==> src/rtl/bcd_pkg.sv <==
// Shared definitions for the BCD block family.
//   BCD_DIGIT_W / BCD_MAX_DIGIT : nibble width and the largest legal digit value
//   bcd_state_e                 : converter FSM state encoding
//   bcd_min_bin_w()             : smallest binary width that holds any DIGITS-digit value
package bcd_pkg;

  localparam int unsigned BCD_DIGIT_W   = 4;
  localparam logic [3:0]  BCD_MAX_DIGIT = 4'd9;

  typedef enum logic [1:0] {
    ST_IDLE = 2'd0,
    ST_CONV = 2'd1,
    ST_DONE = 2'd2
  } bcd_state_e;

  // Smallest w with 2^w > 10^digits - 1, i.e. 2^w >= 10^digits.
  function automatic int unsigned bcd_min_bin_w(input int unsigned digits);
    longint unsigned lim;
    int unsigned     w;
    lim = 64'd1;
    for (int unsigned i = 0; i < digits; i++) begin
      lim = lim * 64'd10;
    end
    w = 0;
    while ((64'd1 << w) < lim) begin
      w++;
    end
    return w;
  endfunction

endpackage

==> src/rtl/bcd_to_bin_conv_if.sv <==
// Handshake bundle for bcd_to_bin_conv.
//   in_valid/in_ready/bcd_in           : word input (producer -> converter)
//   out_valid/out_ready/out_data/out_err : result output (converter -> consumer)
// Modports: master = the side driving words in and taking results; slave = the converter.
interface bcd_to_bin_conv_if #(
  parameter int unsigned DIGITS = 4,
  parameter int unsigned BIN_W  = 14
);

  logic                  in_valid;
  logic                  in_ready;
  logic [4*DIGITS-1:0]   bcd_in;
  logic                  out_valid;
  logic                  out_ready;
  logic [BIN_W-1:0]      out_data;
  logic                  out_err;

  modport master (
    output in_valid, bcd_in, out_ready,
    input  in_ready, out_valid, out_data, out_err
  );

  modport slave (
    input  in_valid, bcd_in, out_ready,
    output in_ready, out_valid, out_data, out_err
  );

endinterface

==> src/rtl/bcd_mac10.sv <==
// Combinational multiply-by-ten-and-add step: acc_out = acc_in*10 + digit (mod 2^BIN_W).
//   acc_in    : running accumulator
//   digit     : next BCD nibble
//   acc_out   : updated accumulator
//   digit_gt9 : nibble is not a legal BCD digit (constant 0 unless BCD_DIGIT_CHECK_EN)
module bcd_mac10
  import bcd_pkg::*;
#(
  parameter int unsigned BIN_W = 14
) (
  input  logic [BIN_W-1:0]       acc_in,
  input  logic [BCD_DIGIT_W-1:0] digit,
  output logic [BIN_W-1:0]       acc_out,
  output logic                   digit_gt9
);

  // x*10 as x*8 + x*2, kept in BIN_W bits.
  assign acc_out = (acc_in << 3) + (acc_in << 1) + BIN_W'(digit);

`ifdef BCD_DIGIT_CHECK_EN
  assign digit_gt9 = (digit > BCD_MAX_DIGIT);
`else
  assign digit_gt9 = 1'b0;
`endif

endmodule

==> src/rtl/bcd_to_bin_conv.sv <==
// Iterative BCD-to-binary converter, one digit per clock, most significant digit first.
//   clk   : clock, rising edge
//   rst_n : asynchronous active-low reset
//   bus   : bcd_to_bin_conv_if.slave (in_valid/in_ready/bcd_in, out_valid/out_ready/
//           out_data/out_err)
// Optional macro BCD_DIGIT_CHECK_EN: flag nibbles > 9; a flagged word reports out_err=1 and
// out_data=0. Without it, nibbles are weighted raw and out_err is tied to 0.
module bcd_to_bin_conv
  import bcd_pkg::*;
#(
  parameter int unsigned DIGITS = 4,
  parameter int unsigned BIN_W  = 14
) (
  input  logic             clk,
  input  logic             rst_n,
  bcd_to_bin_conv_if.slave bus
);

  localparam int unsigned WORD_W = BCD_DIGIT_W * DIGITS;
  localparam int unsigned CNT_W  = (DIGITS > 1) ? $clog2(DIGITS) : 1;
  localparam logic [CNT_W-1:0] CNT_LAST = CNT_W'(DIGITS - 1);

  if (DIGITS < 1 || DIGITS > 8) begin : g_bad_digits
    $fatal(1, "bcd_to_bin_conv: DIGITS must be 1..8");
  end
  if (BIN_W < bcd_min_bin_w(DIGITS)) begin : g_bad_width
    $fatal(1, "bcd_to_bin_conv: BIN_W too small for DIGITS");
  end

  bcd_state_e       state_q;
  logic [WORD_W-1:0] shreg_q;
  logic [BIN_W-1:0] acc_q;
  logic [CNT_W-1:0] cnt_q;
  logic             in_ready_q;
  logic             out_valid_q;
  logic [BIN_W-1:0] out_data_q;

  logic [BIN_W-1:0] acc_next;
  logic             digit_gt9;
  logic             err_next;
  logic             last_digit;

  bcd_mac10 #(
    .BIN_W (BIN_W)
  ) u_mac (
    .acc_in    (acc_q),
    .digit     (shreg_q[WORD_W-1 -: BCD_DIGIT_W]),
    .acc_out   (acc_next),
    .digit_gt9 (digit_gt9)
  );

  assign last_digit = (state_q == ST_CONV) && (cnt_q == CNT_LAST);

`ifdef BCD_DIGIT_CHECK_EN
  logic err_q;
  logic out_err_q;

  // Sticky per-word flag, including the digit being consumed this cycle.
  assign err_next = err_q | digit_gt9;

  always_ff @(posedge clk or negedge rst_n) begin
    if (!rst_n) begin
      err_q     <= 1'b0;
      out_err_q <= 1'b0;
    end else if (state_q == ST_IDLE && bus.in_valid && in_ready_q) begin
      err_q <= 1'b0;
    end else if (state_q == ST_CONV) begin
      err_q <= err_next;
      if (last_digit) begin
        out_err_q <= err_next;
      end
    end
  end

  assign bus.out_err = out_err_q;
`else
  logic unused_gt9;
  assign unused_gt9  = digit_gt9;
  assign err_next    = 1'b0;
  assign bus.out_err = 1'b0;
`endif

  always_ff @(posedge clk or negedge rst_n) begin
    if (!rst_n) begin
      state_q     <= ST_IDLE;
      shreg_q     <= '0;
      acc_q       <= '0;
      cnt_q       <= '0;
      in_ready_q  <= 1'b1;
      out_valid_q <= 1'b0;
      out_data_q  <= '0;
    end else begin
      unique case (state_q)
        ST_IDLE: begin
          if (bus.in_valid && in_ready_q) begin
            shreg_q    <= bus.bcd_in;
            acc_q      <= '0;
            cnt_q      <= '0;
            in_ready_q <= 1'b0;
            state_q    <= ST_CONV;
          end
        end
        ST_CONV: begin
          acc_q   <= acc_next;
          shreg_q <= shreg_q << BCD_DIGIT_W;
          cnt_q   <= cnt_q + CNT_W'(1);
          if (last_digit) begin
            out_data_q  <= err_next ? '0 : acc_next;
            out_valid_q <= 1'b1;
            state_q     <= ST_DONE;
          end
        end
        ST_DONE: begin
          if (bus.out_ready) begin
            out_valid_q <= 1'b0;
            in_ready_q  <= 1'b1;
            state_q     <= ST_IDLE;
          end
        end
        default: begin
          in_ready_q  <= 1'b1;
          out_valid_q <= 1'b0;
          state_q     <= ST_IDLE;
        end
      endcase
    end
  end

  assign bus.in_ready  = in_ready_q;
  assign bus.out_valid = out_valid_q;
  assign bus.out_data  = out_data_q;

endmodule

==> src/flat_wrapper.sv <==
// flat-port wrapper written by rule: the top's interface ports become plain ports
module bcd_to_bin_conv_flat import bcd_pkg::*;
#(
  parameter int unsigned DIGITS = 4,
  parameter int unsigned BIN_W  = 14
)
  (clk, rst_n, bus_in_valid, bus_bcd_in, bus_out_ready, bus_in_ready, bus_out_valid, bus_out_data, bus_out_err);
  bcd_to_bin_conv_if #(.DIGITS(DIGITS), .BIN_W(BIN_W)) bus_i ();
  input  logic clk;
  input  logic rst_n;
  input wire logic [$bits(bus_i.in_valid)-1:0] bus_in_valid;
  input wire logic [$bits(bus_i.bcd_in)-1:0] bus_bcd_in;
  input wire logic [$bits(bus_i.out_ready)-1:0] bus_out_ready;
  output wire logic [$bits(bus_i.in_ready)-1:0] bus_in_ready;
  output wire logic [$bits(bus_i.out_valid)-1:0] bus_out_valid;
  output wire logic [$bits(bus_i.out_data)-1:0] bus_out_data;
  output wire logic [$bits(bus_i.out_err)-1:0] bus_out_err;
  assign bus_i.in_valid = bus_in_valid;
  assign bus_i.bcd_in = bus_bcd_in;
  assign bus_i.out_ready = bus_out_ready;
  assign bus_in_ready = bus_i.in_ready;
  assign bus_out_valid = bus_i.out_valid;
  assign bus_out_data = bus_i.out_data;
  assign bus_out_err = bus_i.out_err;
  bcd_to_bin_conv #(.DIGITS(DIGITS), .BIN_W(BIN_W)) u_core (.clk(clk), .rst_n(rst_n), .bus(bus_i));
endmodule
==> config.mk <==
export PLATFORM = sky130hd
export DESIGN_NAME = bcd_to_bin_conv_flat
export DESIGN_NICKNAME = d
export VERILOG_FILES = /design/src/rtl/bcd_pkg.sv /design/src/rtl/bcd_to_bin_conv_if.sv /design/src/rtl/bcd_mac10.sv /design/src/rtl/bcd_to_bin_conv.sv /design/src/flat_wrapper.sv
export SDC_FILE = /design/constraint.sdc
export NUM_CORES = 1
export LEC_CHECK = 0
export CORE_UTILIZATION = 40
export CTS_CLUSTER_DIAMETER = 80
export CTS_CLUSTER_SIZE = 20
export DETAILED_ROUTE_END_ITERATION = 7
export SLEW_MARGIN = 10
export SYNTH_ARGS = -nofsm -noshare
export SYNTH_HDL_FRONTEND = slang
export SYNTH_SLANG_ARGS = --single-unit
==> constraint.sdc <==
create_clock -name clk -period 3.5 [get_ports clk]
set_input_delay 0.35 -clock clk [delete_from_list [all_inputs] [get_ports clk]]
set_output_delay 0.35 -clock clk [all_outputs]
set_load 0.02 [all_outputs]
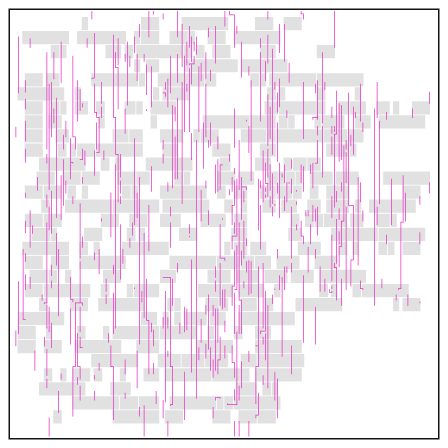
(signal wires on met2)
longest straight run: 50.0 µm
nets with wire on the layer: 261
main direction: vertical
wire length on this layer: 2,330 µm
share of all routed wire: 46%

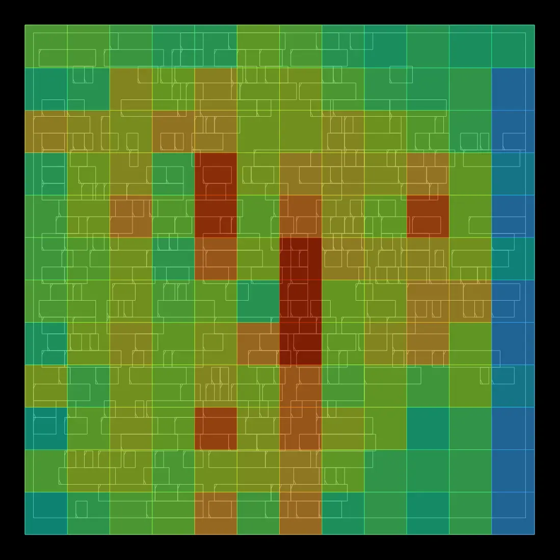
(track usage over the die)
GRT met1 Usage: 21.3%
fin util: 49.9%
grt peak-use layer: met2
met3 track demand over resource: 4.47%

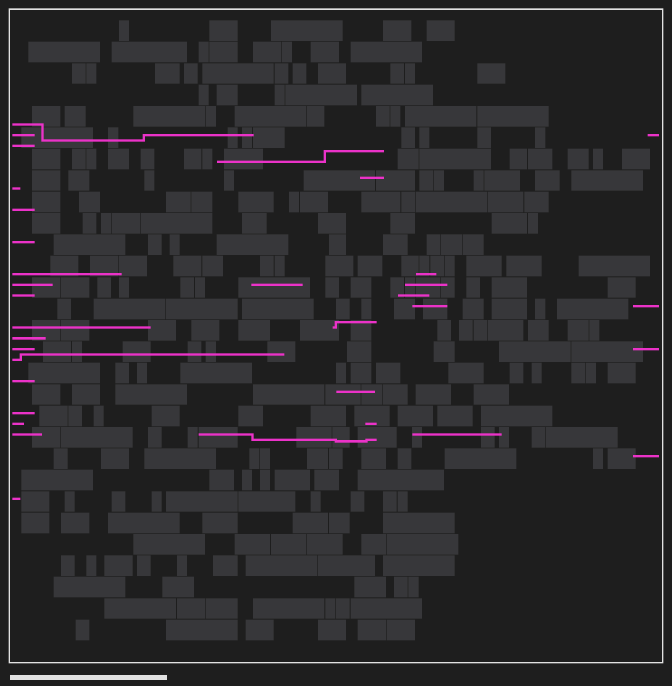
(the metal 3 layer)
Bar = 20 µm.
main direction: horizontal
share of all routed wire: 4.7%
wire length on this layer: 237 µm
nets with wire on the layer: 29

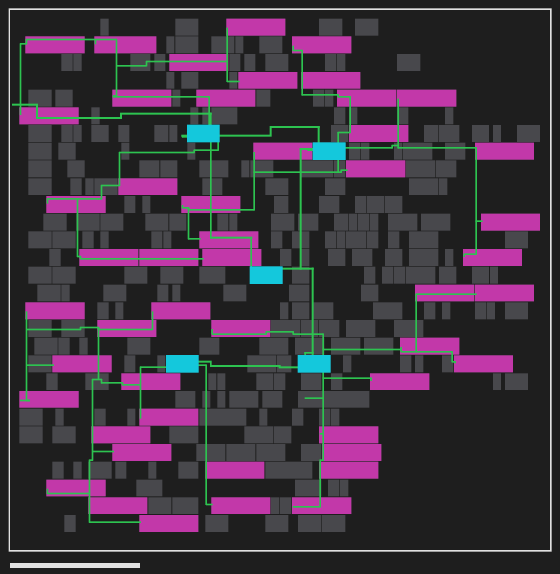
(clock network drawn from the DEF)
Bar = 20 µm.
[cyan] cells driving clock nets | count: 5
[magenta] flip-flops | count: 49
[green] clock wires | length: 673 µm
routed clock nets: 6

==> impl_metrics.ini <==
; generated from flow reports
[run_status]
status = finished with violations
violations = hold timing

[final_timing]
hold_viol = 11
timing.setup.tns_ps = 0
tightestPinTransition_ps = 1000
grt_setup_unrepaired = false
period_used_pct = 77.5
finalSetupViolCount = 0
timing.hold.ws_ps = -10.2
layout_setup_ws_ps = 788

[finish]
syn_to_final_growth_pct = 20.4
sh_comb_area_pct = 41.7
clock_area_share_pct = 3.69
finalNetCount = 332
largest_reg_flops = 16
final_cells = 365

[power_and_ir_drop]
clk-power_mw = 0.426
switching_share_pct = 41.5

[worst_setup_path]
crit_path_start = u_core.acc_q[0]$_DFFE_PN0P_
start_kind = flop
cpMaxStageDelayCell = fa_1
crit_buf_inv = 2
crit_end = u_core.bus.out_data[10]$_DFFE_PN0P_
r2r-start = u_core.acc_q[0]$_DFFE_PN0P_
cp_cell_sequence = inv_1, fa_1, inv_1, fa_1, a21o_1, a221oi_1, o21ai_0, xnor2_1, o21ai_0
slowest_delay_ps = 530
ff2ff_path_depth = 9
cp_top_family = adder cells
regToRegEndpoint = u_core.bus.out_data[10]$_DFFE_PN0P_

[place]
place_area_mm2 = 0.00303
dp_cells = 357
io_buffers = 35

[drt]
wire_per_inst_um = 13.7
drt_first_iter_violations = 77
wirelength_met1_mm = 2.40
vias = 1924
drc = 0
wl_met3_um = 236
routed_wl_mm = 5.02
top_layer = met4

[clock_network]
clk_pin_slew_ps = 90
cts_setup_buffers = 0
cts_buffer_depth = 2
cts_made_buffers = 5
clk_latency_ps = 310
hold_buffers = 0

[hold_path]
hp-class = in -> async

[yosys]
top_area_cell = dfrtp_1
postSynthCellCount = 253
synth-main-ff-cell = dfrtp_1
syn_area_mm2 = 0.00262
ys_sh_simple_pct = 9.33
synth.mux.area_fraction_pct = 6.74
most_common_cell = dfrtp_1
synth_nets = 298
ys_sh_xor_pct = 3.01
synth_warnings = 0
yosys_area_mm2 = 0.00262
edf_count = 0
synth_top_area_share_pct = 45.9

[die]
core_mm2 = 0.00631
fp_util_pct = 41.4
die_y_um = 82.9

[global_routing]
grt_pass1_wl_mm = 8.98
grt_max_degree = 34
grt_pass1_vias = 1926
use_met2_pct = 26.4
grt-ovfl-total = 0

[run]
warnings = 26
maxCapViolations = 0
